--- config.mk ---
export PLATFORM = sky130hd
export DESIGN_NAME = mul_arbiter
export DESIGN_NICKNAME = d
export VERILOG_FILES = /design/src/rtl/mul_arbiter_pkg.sv /design/src/rtl/rr_arbiter2.sv /design/src/rtl/mul_arbiter.sv
export SDC_FILE = /design/constraint.sdc
export NUM_CORES = 1
export LEC_CHECK = 0
export CORE_ASPECT_RATIO = 0.5
export CORE_MARGIN = 1.5
export CORE_UTILIZATION = 42
export CTS_CLUSTER_SIZE = 16
export DETAILED_ROUTE_END_ITERATION = 6
export PLACE_DENSITY = 0.86
export SYNTH_ARGS = -nofsm -noshare
export SYNTH_HDL_FRONTEND = slang
export SYNTH_SLANG_ARGS = --single-unit
--- constraint.sdc ---
create_clock -name clock -period 3 [get_ports clock]
set_clock_uncertainty 0.2 [all_clocks]
set_input_delay 0.3 -clock clock [delete_from_list [all_inputs] [get_ports clock]]
set_output_delay 0.3 -clock clock [all_outputs]
set_load 0.02 [all_outputs]
--- src/rtl/mul_arbiter_pkg.sv ---
// rtl/mul_arbiter_pkg.sv - shared widths, timeout and FSM encoding for mul_arbiter
package mul_arbiter_pkg;

   localparam int WIDTH   = 32;
   localparam int TIMEOUT = 64;
   localparam int PROD_W  = 2 * WIDTH;

   typedef enum logic [1:0] {
      IDLE      = 2'd0,
      ISSUE     = 2'd1,
      WAIT_DONE = 2'd2
   } state_t;

endpackage

--- src/rtl/rr_arbiter2.sv ---
// rtl/rr_arbiter2.sv - combinational two-way round-robin grant
module rr_arbiter2 (
   input  logic req0,
   input  logic req1,
   input  logic last_grant,
   output logic grant0,
   output logic grant1
);

   // On a tie the requester that was not served last wins.
   always_comb begin
      grant0 = req0 & (~req1 | last_grant);
      grant1 = req1 & (~req0 | ~last_grant);
   end

endmodule

--- src/rtl/mul_arbiter.sv ---
// rtl/mul_arbiter.sv - shares one start/done multiplier between two requesters
module mul_arbiter #(
   parameter int WIDTH   = mul_arbiter_pkg::WIDTH,
   parameter int TIMEOUT = mul_arbiter_pkg::TIMEOUT
) (
   input  logic                 clock,
   input  logic                 reset,
   input  logic                 req0,
   input  logic                 req1,
   input  logic [WIDTH-1:0]     req0_multiplier,
   input  logic [WIDTH-1:0]     req1_multiplier,
   input  logic [WIDTH-1:0]     req0_multiplicand,
   input  logic [WIDTH-1:0]     req1_multiplicand,
   output logic                 ack0,
   output logic                 ack1,
   output logic                 rsp0_valid,
   output logic                 rsp1_valid,
   output logic [2*WIDTH-1:0]   rsp_result,
   output logic                 rsp_error,
   output logic                 busy,
   output logic                 mul_start,
   output logic [WIDTH-1:0]     mul_multiplier,
   output logic [WIDTH-1:0]     mul_multiplicand,
   input  logic [2*WIDTH-1:0]   mul_result,
   input  logic                 mul_done
);

   import mul_arbiter_pkg::*;

   localparam int TW = $clog2(TIMEOUT + 1);

   state_t          state;
   state_t          state_next;
   logic            last_grant;
   logic            owner;
   logic [TW-1:0]   timer;
   logic            timer_expired;
   logic            grant0;
   logic            grant1;
   logic            take_grant;
   logic            finish_ok;
   logic            finish_err;

   rr_arbiter2 u_rr (
      .req0       (req0),
      .req1       (req1),
      .last_grant (last_grant),
      .grant0     (grant0),
      .grant1     (grant1)
   );

   assign timer_expired = (timer == TW'(TIMEOUT - 1));
   assign mul_start     = (state == ISSUE) & mul_done;
   assign busy          = (state != IDLE);

   // A stuck-high done in ISSUE times out exactly like a missing done in WAIT_DONE.
   always_comb begin
      state_next = state;
      take_grant = 1'b0;
      finish_ok  = 1'b0;
      finish_err = 1'b0;
      case (state)
         IDLE: begin
            if (grant0 | grant1) begin
               take_grant = 1'b1;
               state_next = ISSUE;
            end
         end
         ISSUE: begin
            if (!mul_done) begin
               state_next = WAIT_DONE;
            end else if (timer_expired) begin
               finish_err = 1'b1;
               state_next = IDLE;
            end
         end
         WAIT_DONE: begin
            if (mul_done) begin
               finish_ok  = 1'b1;
               state_next = IDLE;
            end else if (timer_expired) begin
               finish_err = 1'b1;
               state_next = IDLE;
            end
         end
         default: state_next = IDLE;
      endcase
   end

   always_ff @(posedge clock or negedge reset) begin
      if (!reset) begin
         state            <= IDLE;
         last_grant       <= 1'b1;
         owner            <= 1'b0;
         timer            <= '0;
         ack0             <= 1'b0;
         ack1             <= 1'b0;
         rsp0_valid       <= 1'b0;
         rsp1_valid       <= 1'b0;
         rsp_result       <= '0;
         rsp_error        <= 1'b0;
         mul_multiplier   <= '0;
         mul_multiplicand <= '0;
      end else begin
         state      <= state_next;
         ack0       <= 1'b0;
         ack1       <= 1'b0;
         rsp0_valid <= 1'b0;
         rsp1_valid <= 1'b0;
         // Timer restarts on every state change, so ISSUE and WAIT_DONE each get a full budget.
         if (state == IDLE || state_next != state) begin
            timer <= '0;
         end else begin
            timer <= timer + 1'b1;
         end
         if (take_grant) begin
            owner            <= grant1;
            last_grant       <= grant1;
            ack0             <= grant0;
            ack1             <= grant1;
            mul_multiplier   <= grant1 ? req1_multiplier : req0_multiplier;
            mul_multiplicand <= grant1 ? req1_multiplicand : req0_multiplicand;
         end
         if (finish_ok | finish_err) begin
            rsp0_valid <= ~owner;
            rsp1_valid <= owner;
            rsp_error  <= finish_err;
            rsp_result <= finish_ok ? mul_result : '0;
         end
      end
   end

endmodule

Run 1, PDN straps and rails:
Bar = 50 µm. Pins as bars on the die edge.
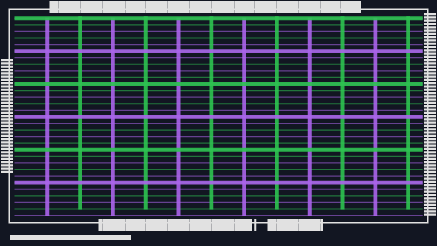
| color | net |
|---|---|
| green | VDD |
| purple | VSS |
met5 straps: 6
met4 straps: 12
rows: 30
core region area: 0.0138 mm²
Die W: 172 µm
Die Span Y: 87.7 µm
maximum VDD drop: 0.477 mV

Run 1, placement by cell class:
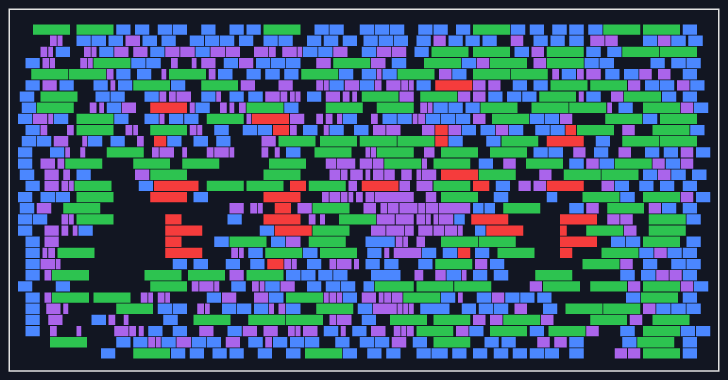
| color | class | cells |
|---|---|---|
| purple | all other logic | 319 |
| blue | other buffers and delay cells | 341 |
| green | flops | 144 |
| red | clock drivers and dummy loads | 32 |
Final Core Density: 0.734
flop share of the area: 0.356
num rows: 30
Design Area, Final: 0.0101 mm²

==> impl_metrics.py, run 1 <==
# Synthesis and PnR figures
metrics = {
    "outcome": {
        "outcome": "finished, final reports clean",
    },
    "layout": {
        "layout_top_cell": "clkdlybuf4s50_1",
        "largest_class": "flip-flops and latches",
        "nClkBuffers": 17,
        "flop-count": 144,
        "clkCellAreaFrac": 0.0584,
        "layout.nets": 1025,
        "multiInputGateArea_mm2": 0.00223,
        "flop_area_mm2": 0.00360,
        "area_growth_pct": 67.7,
        "comb_share": 0.221,
        "antenna_cells": 0,
        "drive_gt1_frac": 0.0610,
        "inv_count": 5,
        "logic_gates": 314,
        "finalNonFillerCells": 1028,
        "buffers": 341,
    },
    "final_timing": {
        "worstMarginPinSlew_ps": 534,
        "max_freq_ghz": 0.380,
        "finalClockPeriodUsage": 0.878,
        "hold_violations": 0,
        "rsz0062_at_grt": "no",
        "drv_slew": 0,
        "slew_headroom": 0.644,
        "hold_slack_ps": 198,
        "setup_viol": 0,
        "layout_min_cycle_time_ps": 2630,
        "fin_setup_tns_ps": 0,
    },
    "synthesis": {
        "synth.area.top_cells": "dfrtp_1, mux2i_1, a22o_1, o21ai_0, nand2_1",
        "xor_area_frac": 0.00581,
        "synth_area_per_cell_um2": 12.1,
        "numSynthFlops": 144,
        "synth_top_cell_by_count": "dfrtp_1",
        "edf_count": 0,
        "syn_inst": 498,
        "synth_seq_share": 0.598,
        "synth_chip_area_mm2": 0.00603,
        "ys_top_logic_family": "AND-OR/OR-AND gates",
        "yosysTopAreaCell": "dfrtp_1",
        "yosys.area_share.simple": 0.0622,
        "async_flop_share": 1.00,
        "yosys.area.top_type_share": 0.593,
        "ys_warn_count": 0,
        "synth.distinct_cells": 37,
        "yosys-top-cells-count": "dfrtp_1, nand2_1, mux2i_1",
        "yosys-mux-area-fraction": 0.108,
        "ys_cells": 498,
        "compound_area_frac": 0.180,
        "ff_type": "dfrtp_1",
        "syn_area_mm2": 0.00603,
        "synthAdderAreaFrac": 0.0104,
        "syn-num-nets": 700,
    },
    "setup_path": {
        "cp.required_ps": 2500,
        "arrival_ps": 2130,
        "path_max_fanout": 7,
        "path_delay_family": "buffers and inverters",
        "crit_path_end_kind": "output pin",
        "path_cells": "inv_1 > ha_1 > and2_1 > clkdlybuf4s50_1",
        "startpoint_type": "register",
        "crit_type": "reg -> out",
        "cp_num_buf_inv": 2,
        "cpMaxStageDelayCell": "clkdlybuf4s50_1",
        "critical_path.max_stage_delay_ps": 630,
    },
    "detailed_routing": {
        "drcViolationCount": 0,
        "num_vias": 5176,
        "drt-vias-per-instance": 5.04,
        "dr.first_iter.drc_count": 239,
        "dr.pass1.iters": 4,
        "final_antenna_net_count": 0,
    },
    "clocking": {
        "cts_setup_buffers": 0,
        "cts.htree.levels": 4,
        "cts_root_buf": "clkbuf_16",
        "clockBufferDepth": 2,
        "holdBufCountCts": 1,
        "ctsResizeCount": 0,
        "tritoncts": "yes",
        "cts_buffers": 17,
        "clkSinkCount": 144,
    },
    "pwr": {
        "power_uw": 10200,
        "p_leak_uw": 0.00443,
    },
    "global_routing": {
        "antenna_found_initial": 0,
        "overflow": 0,
        "grt_pass1_wl_um": 27100,
        "grt_pass1_vias": 5184,
    },
    "worst_hold_path": {
        "min_path_type": "in -> async",
    },
    "placement": {
        "dp_cells": 995,
        "place_area_mm2": 0.00952,
        "io_buffers": 331,
        "post-dp-hpwl_um": 13600,
        "gp_congestion": 0.809,
    },
    "die": {
        "core_util_floorplan": 0.438,
        "n_tap_cell": 192,
        "ios": 332,
        "chip_area_mm2": 0.0151,
    },
    "run": {
        "drv_cap": 0,
        "warning_count": 31,
    },
}
Run 1, clock distribution:
Bar = 50 µm.
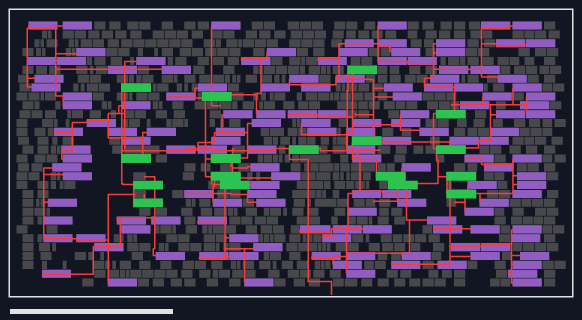
[purple] flip-flops | count: 144
[red] clock wires | length: 1700 µm
[green] cells driving clock nets | count: 17
routed clock nets: 18
Clock power frac: 0.207
Clk power: 2110 µW
Skew-Pair Late Insertion Delay: 410 ps

Run 1, signal wires by layer:
Bar = 50 µm.
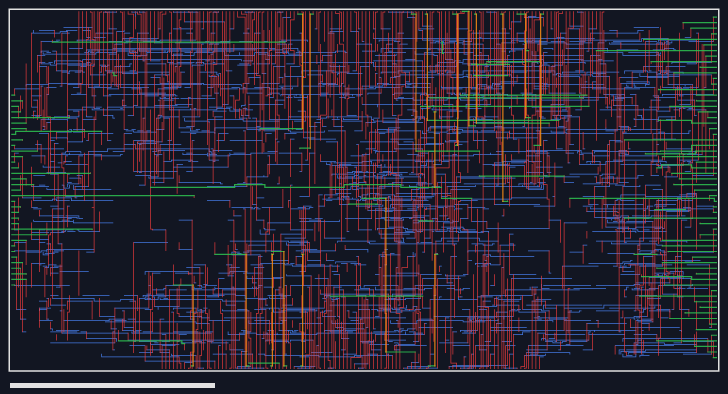
| color | layer | wire length |
|---|---|---|
| blue | met1 | 7150 µm |
| orange | met4 | 521 µm |
| green | met3 | 1230 µm |
| red | met2 | 9280 µm |
DR WL/cell: 17.7 µm
Overall Global Routing Usage: 0.237
wirelength, routed: 18200 µm

-- run 1: routing by layer --
metal  vias up  wire [µm]  global-route usage
met3        36       1230              0.0524
met2       175       9280               0.420
met1      2512       7150               0.280
li1       2453          -                   -
met5         -          0                   0
met4         0        520               0.107
-- run 1: through the flow --
step,utilization,worst slack [ps]
detailed placement,0.691,614
floorplan,-,869
CTS,0.734,356
finish,0.734,367
global placement,0.691,668
global route,0.734,224
-- run 1: logic make-up (layout without fill, tap and decap cells) --
logic type,count (synthesis),in the layout
AND-OR/OR-AND,152,152
flip-flops,144,144
AND/OR/NAND/NOR,88,88
multiplexers,65,65
buffers and inverters,40,378
adder cells (fa/ha/maj),5,5
XOR/XNOR,4,4
-- run 1: where the power goes --
group          switching [µW]  internal, µW  total [µW]  leakage, µW
clock network             918          1190        2110     0.000292
logic                    2440          2340        4780      0.00234
registers                 508          2820        3330      0.00180
-- run 1: final timing paths --
kind                       cells past startpoint                from  slack, ps                    endpoint
min                                            2               reset        200  rsp_result[29]$_DFFE_PN0N_
max                                            4  state[1]$_DFF_PN0_        370                   mul_start
min reg2reg                                    1   owner$_DFFE_PN0P_        230        rsp0_valid$_DFF_PN0_
max in group asynchronous                      3               reset       1610   rsp_result[6]$_DFFE_PN0N_
max reg2reg                                    7  state[1]$_DFF_PN0_        620  rsp_result[32]$_DFFE_PN0N_
min in group clock                             1   owner$_DFFE_PN0P_        230        rsp0_valid$_DFF_PN0_
-- run 1: sequential cells by signal (all words and copies together) (netlist names) --
signal / count
ack0: 1
ack1: 1
last_grant: 1
mul_multiplicand: 32
mul_multiplier: 32
owner: 1
rsp0_valid: 1
rsp1_valid: 1
rsp_error: 1
rsp_result: 64
state: 2
timer: 7
==> inputs of run 2 (changes only) <==
- CORE_AREA: unset -> 2 2 131 133
- CORE_ASPECT_RATIO: 0.5 -> unset
- CORE_MARGIN: 1.5 -> unset
- CORE_UTILIZATION: 42 -> unset
- DIE_AREA: unset -> 0 0 133 135
- PLACE_DENSITY: 0.86 -> 0.76
- SKIP_CTS_REPAIR_TIMING: unset -> 1
==> impl_metrics.py, run 2 <==
# Synthesis and PnR figures
metrics = {
    "final_timing": {
        "worstMarginPinSlew_ps": 675,
        "hold_violations": 0,
        "slew_headroom": 0.550,
        "hold_slack_ps": 180,
        "rsz0062_at_grt": "no",
        "max_freq_ghz": 0.380,
        "fin_setup_tns_ps": 0,
        "finalClockPeriodUsage": 0.878,
        "setup_viol": 0,
        "layout_min_cycle_time_ps": 2640,
        "layout_setup_ws_ps": 365,
        "drv_slew": 0,
    },
    "layout": {
        "largest-register": "rsp_result",
        "nClkBuffers": 17,
        "inv_count": 5,
        "area_growth_pct": 70.1,
        "layout_top_cell": "clkdlybuf4s50_1",
        "antenna_cells": 0,
        "flop_area_mm2": 0.00360,
        "finalNonFillerCells": 1066,
        "multiInputGateArea_mm2": 0.00223,
        "clkCellAreaFrac": 0.0561,
        "drive_gt1_frac": 0.0721,
        "largestRegisters": "rsp_result (64), mul_multiplicand (32), mul_multiplier (32)",
        "layout.nets": 1035,
        "buffers": 351,
        "flop-count": 144,
        "comb_share": 0.218,
        "largest_reg_flops": 64,
    },
    "setup_path": {
        "path_max_fanout": 7,
        "reg2reg_slack_ps": 680,
        "cp.required_ps": 2500,
        "r2r-start": "state[1]$_DFF_PN0_",
        "r2r-end": "rsp_result[40]$_DFFE_PN0N_",
        "startpoint_type": "register",
        "crit_type": "reg -> out",
        "arrival_ps": 2140,
    },
    "detailed_routing": {
        "drcViolationCount": 0,
        "wl_um": 18900,
        "dr.first_iter.drc_count": 147,
        "drt-vias-per-instance": 4.92,
        "num_vias": 5240,
        "final_antenna_net_count": 0,
        "wl_per_cell_um": 17.8,
        "dr.pass1.iters": 4,
    },
    "pwr": {
        "switchingPower_uw": 3890,
        "p_leak_uw": 0.00448,
        "peakVddDrop_mv": 0.583,
        "power_density_mw_per_mm2": 1000,
        "combPwrFrac": 0.478,
        "p_int_uw": 6400,
        "p_seq_frac": 0.323,
    },
    "placement": {
        "post-dp-hpwl_um": 14400,
        "io_buffers": 331,
        "gp_congestion": 0.840,
    },
    "die": {
        "n_tap_cell": 220,
        "rows": 47,
        "ios": 332,
        "die_x_um": 133,
    },
    "global_routing": {
        "antenna_found_initial": 0,
        "grt_use_total": 0.207,
        "grt_pass1_vias": 5469,
        "overflow": 0,
        "grt_pass1_wl_um": 29100,
    },
    "clocking": {
        "clockBufferDepth": 2,
        "cts_root_buf": "clkbuf_16",
        "cts_buffers": 17,
        "tritoncts": "yes",
        "cts.htree.levels": 4,
    },
    "synthesis": {
        "synth.distinct_cells": 37,
        "yosys.area.top_type_share": 0.593,
        "synth_seq_share": 0.598,
        "syn_inst": 498,
        "async_flop_share": 1.00,
        "numSynthFlops": 144,
        "edf_count": 0,
        "ff_type": "dfrtp_1",
        "ys_cells": 498,
        "ys_warn_count": 0,
        "yosysTopAreaCell": "dfrtp_1",
        "synth.area.top_cells": "dfrtp_1, mux2i_1, a22o_1, o21ai_0, nand2_1",
        "synth_top_cell_by_count": "dfrtp_1",
        "syn_area_mm2": 0.00603,
        "synth_chip_area_mm2": 0.00603,
    },
    "outcome": {
        "outcome": "finished, final reports clean",
    },
    "run": {
        "warning_count": 29,
    },
    "worst_hold_path": {
        "min_path_type": "in -> async",
    },
}
run 2: cell counts after synthesis:
No cell type changed its count.
run 2: power groups by stage:
stage	Sequential, µW	Clock (µW)	Combinational [µW]
after floorplan	4310	0	1400
after detailed placement	3340	0	4940
after global placement	3300	0	4850
after CTS	3320	2100	4970
after global routing	3430	2170	5230
final	3320	2050	4920
run 2: worst max-delay path by stage:
stage,slack (ps),startpoint,endpoint
floorplan,870,state[1]$_DFF_PN0_,rsp_result[0]$_DFFE_PN0N_
global placement,660,req1,mul_multiplicand[30]$_DFFE_PN0P_
detailed placement,570,req1,mul_multiplier[29]$_DFFE_PN0P_
CTS,340,state[1]$_DFF_PN0_,mul_start
global route,260,state[1]$_DFF_PN0_,busy
finish,360,state[1]$_DFF_PN0_,mul_start
run 2: worst max-delay path: stages, from the launching register on:
cell and delay, ps:
dfrtp_1 450, inv_1 170, ha_1 300, and2_1 180
clkdlybuf4s50_1 620
run 2: cells by family (layout without fill, tap and decap cells):
| family | count (synthesis) | after routing | synth area share |
|---|---|---|---|
| buffers and inverters | 40 | 388 | 0.0361 |
| flip-flops | 144 | 144 | 0.598 |
| AND/OR/NAND/NOR | 88 | 88 | 0.0622 |
| adder cells (fa/ha/maj) | 5 | 5 | 0.0104 |
| multiplexers | 65 | 65 | 0.108 |
| AND-OR/OR-AND | 152 | 152 | 0.180 |
| XOR/XNOR | 4 | 4 | 0.00581 |
run 2: layer usage:
layer  vias to the layer above  wire length, µm  global-route usage
met5                         -                0                   0
met4                         0              570              0.0902
met3                        41             1210              0.0578
met2                       227             9800               0.368
met1                      2508             7360               0.235
li1                       2464                -                   -
run 2: metrics by stage:
step,total power [µW],utilization
after CTS,10400,0.625
after detailed placement,8280,0.590
after global placement,8150,0.590
after global routing,10800,0.625
final,10300,0.625
after floorplan,5710,-
Run 2, clock distribution:
Bar = 50 µm.
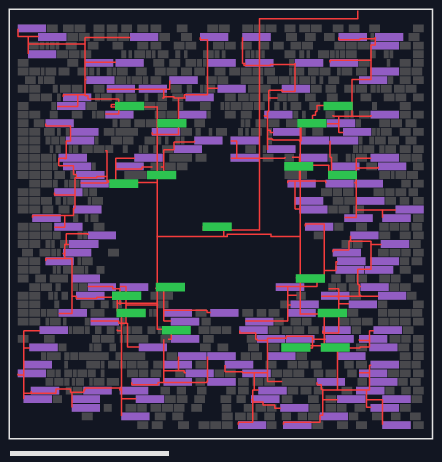
Clock power frac: 0.200
Clk power: 2050 µW

Run 2, placement by cell class:
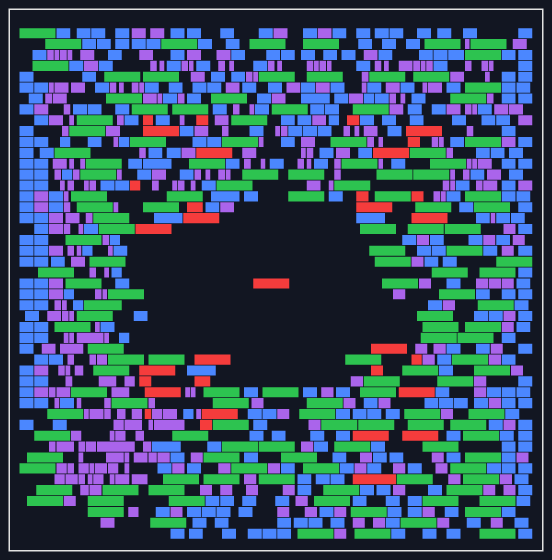
| color | class | cells |
|---|---|---|
| red | clock drivers and dummy loads | 32 |
| purple | all other logic | 319 |
| blue | other buffers and delay cells | 351 |
| green | flops | 144 |
flop share of the area: 0.351
Design Area, Final: 0.0103 mm²
Final Core Density: 0.625

Run 2, PDN straps and rails:
Bar = 50 µm. Pins as bars on the die edge.
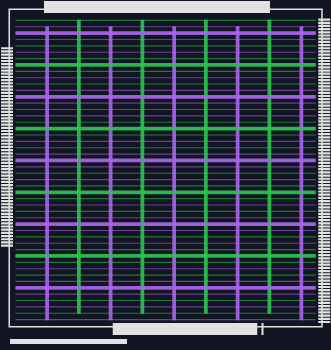
| color | net |
|---|---|
| purple | VSS |
| green | VDD |
signal pins: 332
rows: 47
core region area: 0.0164 mm²
Die Span Y: 135 µm

==> inputs of run 3 (changes only) <==
==> constraint.sdc (replaced) <==
create_clock -name clock -period 3 [get_ports clock]
set_clock_uncertainty 0.2 [all_clocks]
set_input_delay 0.45 -clock clock [delete_from_list [all_inputs] [get_ports clock]]
set_output_delay 0.45 -clock clock [all_outputs]
set_load 0.02 [all_outputs]
==> impl_metrics.py, run 3 <==
# Synthesis and PnR figures
metrics = {
    "layout": {
        "buf_share": 0.344,
        "layout_top_cell": "clkdlybuf4s50_1",
        "inv_count": 5,
        "largest_class": "flip-flops and latches",
        "logic_gates": 314,
        "multiInputGateArea_mm2": 0.00223,
        "comb_share": 0.217,
        "finalNonFillerCells": 1065,
        "drive_gt1_frac": 0.0698,
        "layout.nets": 1034,
        "flop_area_mm2": 0.00360,
        "n_fill_cell": 1276,
        "flop-count": 144,
        "final_cell_mix": "clkdlybuf4s50_1, dfrtp_1, nand2_1",
        "largest_reg_flops": 64,
        "area_growth_pct": 70.4,
        "largest-register": "rsp_result",
        "buffers": 350,
        "antenna_cells": 0,
        "largestRegisters": "rsp_result (64), mul_multiplicand (32), mul_multiplier (32)",
        "clkCellAreaFrac": 0.0594,
    },
    "global_routing": {
        "overflow": 0,
        "grt_start_max_net_pins": 76,
        "antenna_found_initial": 0,
        "grt_pass1_vias": 5390,
        "grt_pass1_wl_um": 28800,
        "grt_use_total": 0.205,
    },
    "setup_path": {
        "cp.required_ps": 2350,
        "reg2reg_slack_ps": 620,
        "path_cells": "inv_1 > ha_1 > inv_1 > clkdlybuf4s50_1",
        "arrival_ps": 2150,
        "reg2regPathDepth": 7,
        "crit_path_end_kind": "output pin",
        "crit_end": "busy",
        "crit_path_frequent_cell": "inv_1",
        "path_max_fanout": 7,
        "cpMaxStageDelayCell": "clkdlybuf4s50_1",
        "startpoint_type": "register",
        "critical_path.max_stage_delay_ps": 580,
        "r2r-start": "state[1]$_DFF_PN0_",
        "r2r-end": "rsp_result[39]$_DFFE_PN0N_",
        "crit_type": "reg -> out",
        "crit_start": "state[1]$_DFF_PN0_",
    },
    "pwr": {
        "switchingPower_uw": 3830,
        "p_leak_uw": 0.00449,
        "switching_share": 0.369,
        "power_density_mw_per_mm2": 1010,
        "power_uw": 10400,
        "p_int_uw": 6550,
        "p_seq_frac": 0.320,
        "peakVddDrop_mv": 0.427,
        "combPwrFrac": 0.471,
    },
    "detailed_routing": {
        "drt-vias-per-instance": 4.99,
        "wl_per_cell_um": 17.6,
        "num_vias": 5311,
        "dr.first_iter.drc_count": 198,
        "wl_um": 18700,
        "dr.pass1.iters": 4,
        "drcViolationCount": 0,
        "final_antenna_net_count": 0,
    },
    "placement": {
        "dp_cells": 1032,
        "place_area_mm2": 0.00966,
        "post-dp-hpwl_um": 14100,
        "pre_cts_ws_ps": 461,
        "gp_congestion": 0.851,
        "io_buffers": 331,
    },
    "synthesis": {
        "synth_top_cell_by_count": "dfrtp_1",
        "syn_inst": 498,
        "edf_count": 0,
        "synth.area.top_cells": "dfrtp_1, mux2i_1, a22o_1, o21ai_0, nand2_1",
        "yosysTopAreaCell": "dfrtp_1",
        "yosys-top-cells-count": "dfrtp_1, nand2_1, mux2i_1",
        "ff_type": "dfrtp_1",
        "synth.distinct_cells": 37,
        "syn_area_mm2": 0.00603,
        "synth_seq_share": 0.598,
        "async_flop_share": 1.00,
        "numSynthFlops": 144,
        "yosys.area.top_type_share": 0.593,
        "synth_area_per_cell_um2": 12.1,
        "ys_warn_count": 0,
        "ys_cells": 498,
        "synth_chip_area_mm2": 0.00603,
        "syn-num-nets": 700,
    },
    "die": {
        "die_h_um": 135,
        "ios": 332,
        "chip_area_mm2": 0.0180,
        "die_x_um": 133,
        "n_tap_cell": 220,
        "core_util_floorplan": 0.368,
        "core_mm2": 0.0164,
    },
    "clocking": {
        "cts.htree.levels": 4,
        "clk_pin_slew_ps": 60,
        "clock_latency_ps": 410,
        "clockBufferDepth": 2,
        "cts_root_buf": "clkbuf_16",
        "tritoncts": "yes",
    },
    "worst_hold_path": {
        "min_path_type": "reg -> reg",
    },
    "final_timing": {
        "max_freq_ghz": 0.357,
        "setup_viol": 0,
        "layout_min_cycle_time_ps": 2800,
        "hold_slack_ps": 231,
        "drv_slew": 0,
        "fin_setup_tns_ps": 0,
        "rsz0062_at_grt": "no",
        "slew_headroom": 0.543,
        "layout_setup_ws_ps": 197,
        "finalClockPeriodUsage": 0.934,
        "worstMarginPinSlew_ps": 686,
        "hold_violations": 0,
    },
    "outcome": {
        "outcome": "finished, final reports clean",
    },
    "run": {
        "warning_count": 29,
        "drv_cap": 0,
    },
}
run 3: cell counts after synthesis:
Identical to the previous run, type by type.
run 3: worst max-delay path: cells and delay by family, from the launching register on:
family / cells / cell delay [ps]
buf+inv: 3 / 890
flops: 1 / 450
fa+ha+maj: 1 / 410
run 3: power by group through the flow:
stage | clock, µW | sequential (µW) | combinational (µW)
after floorplan | 0 | 4310 | 1400
after global placement | 0 | 3300 | 4820
after detailed placement | 0 | 3340 | 4920
after CTS | 2210 | 3330 | 4950
after global routing | 2310 | 3430 | 5210
final | 2170 | 3320 | 4890
run 3: cell families (layout without fill, tap and decap cells):
kind of cell / count (synthesis) / in the layout / synth area share
mux: 65 / 65 / 0.108
compound gates: 152 / 152 / 0.180
buf+inv: 40 / 387 / 0.0361
fa+ha+maj: 5 / 5 / 0.0104
flops: 144 / 144 / 0.598
simple gates: 88 / 88 / 0.0622
xor+xnor: 4 / 4 / 0.00581
run 3: worst min-delay path by stage:
stage                                    end  cells past startpoint              start  slack [ps]
3_5_place_dp   mul_multiplier[6]$_DFFE_PN0P_                      1              reset         190
3_3_place_gp   mul_multiplier[6]$_DFFE_PN0P_                      1              reset         190
6_report                rsp0_valid$_DFF_PN0_                      1  owner$_DFFE_PN0P_         230
2_1_floorplan                 ack0$_DFF_PN0_                      0              reset         -50
5_1_grt                 rsp0_valid$_DFF_PN0_                      1  owner$_DFFE_PN0P_         250
4_1_cts        mul_multiplier[6]$_DFFE_PN0P_                      1              reset        -250
run 3: metal layers:
layer / global-route usage / up-vias / routed length [µm]
met5: 0 / - / 0
met4: 0.0806 / 0 / 444
met2: 0.362 / 213 / 9740
li1: - / 2464 / -
met1: 0.235 / 2602 / 7220
met3: 0.0612 / 32 / 1300
Run 3, placement by cell class:
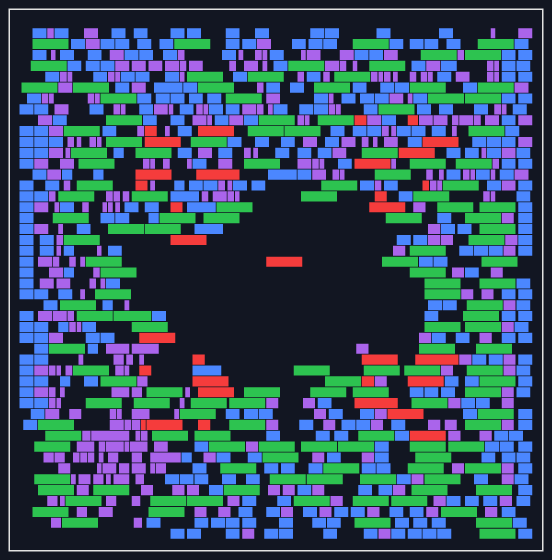
num rows: 47
flop share of the area: 0.351
Design Area, Final: 0.0103 mm²
Final Core Density: 0.626

Run 3, clock distribution:
Bar = 50 µm.
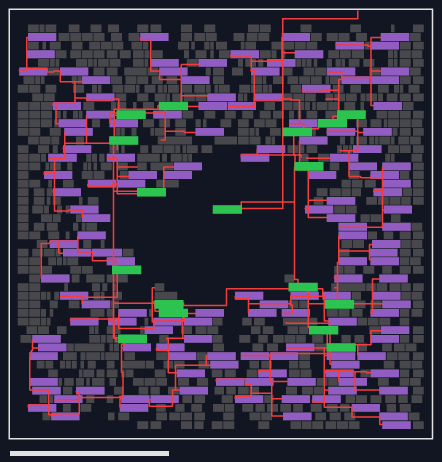
[green] cells driving clock nets | count: 17
[purple] flip-flops | count: 144
[red] clock wires | length: 1770 µm
flops lie: all over the die
Clock power frac: 0.209
Clk power: 2170 µW

Run 3, clock nets:
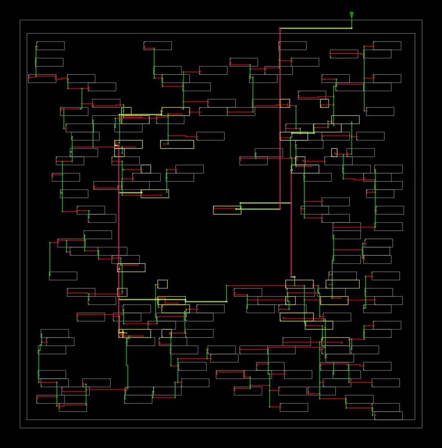
clkbuf count: 18
CTS Buf Count: 17
clk sink count: 144

Power and IR drop assume default switching activity.
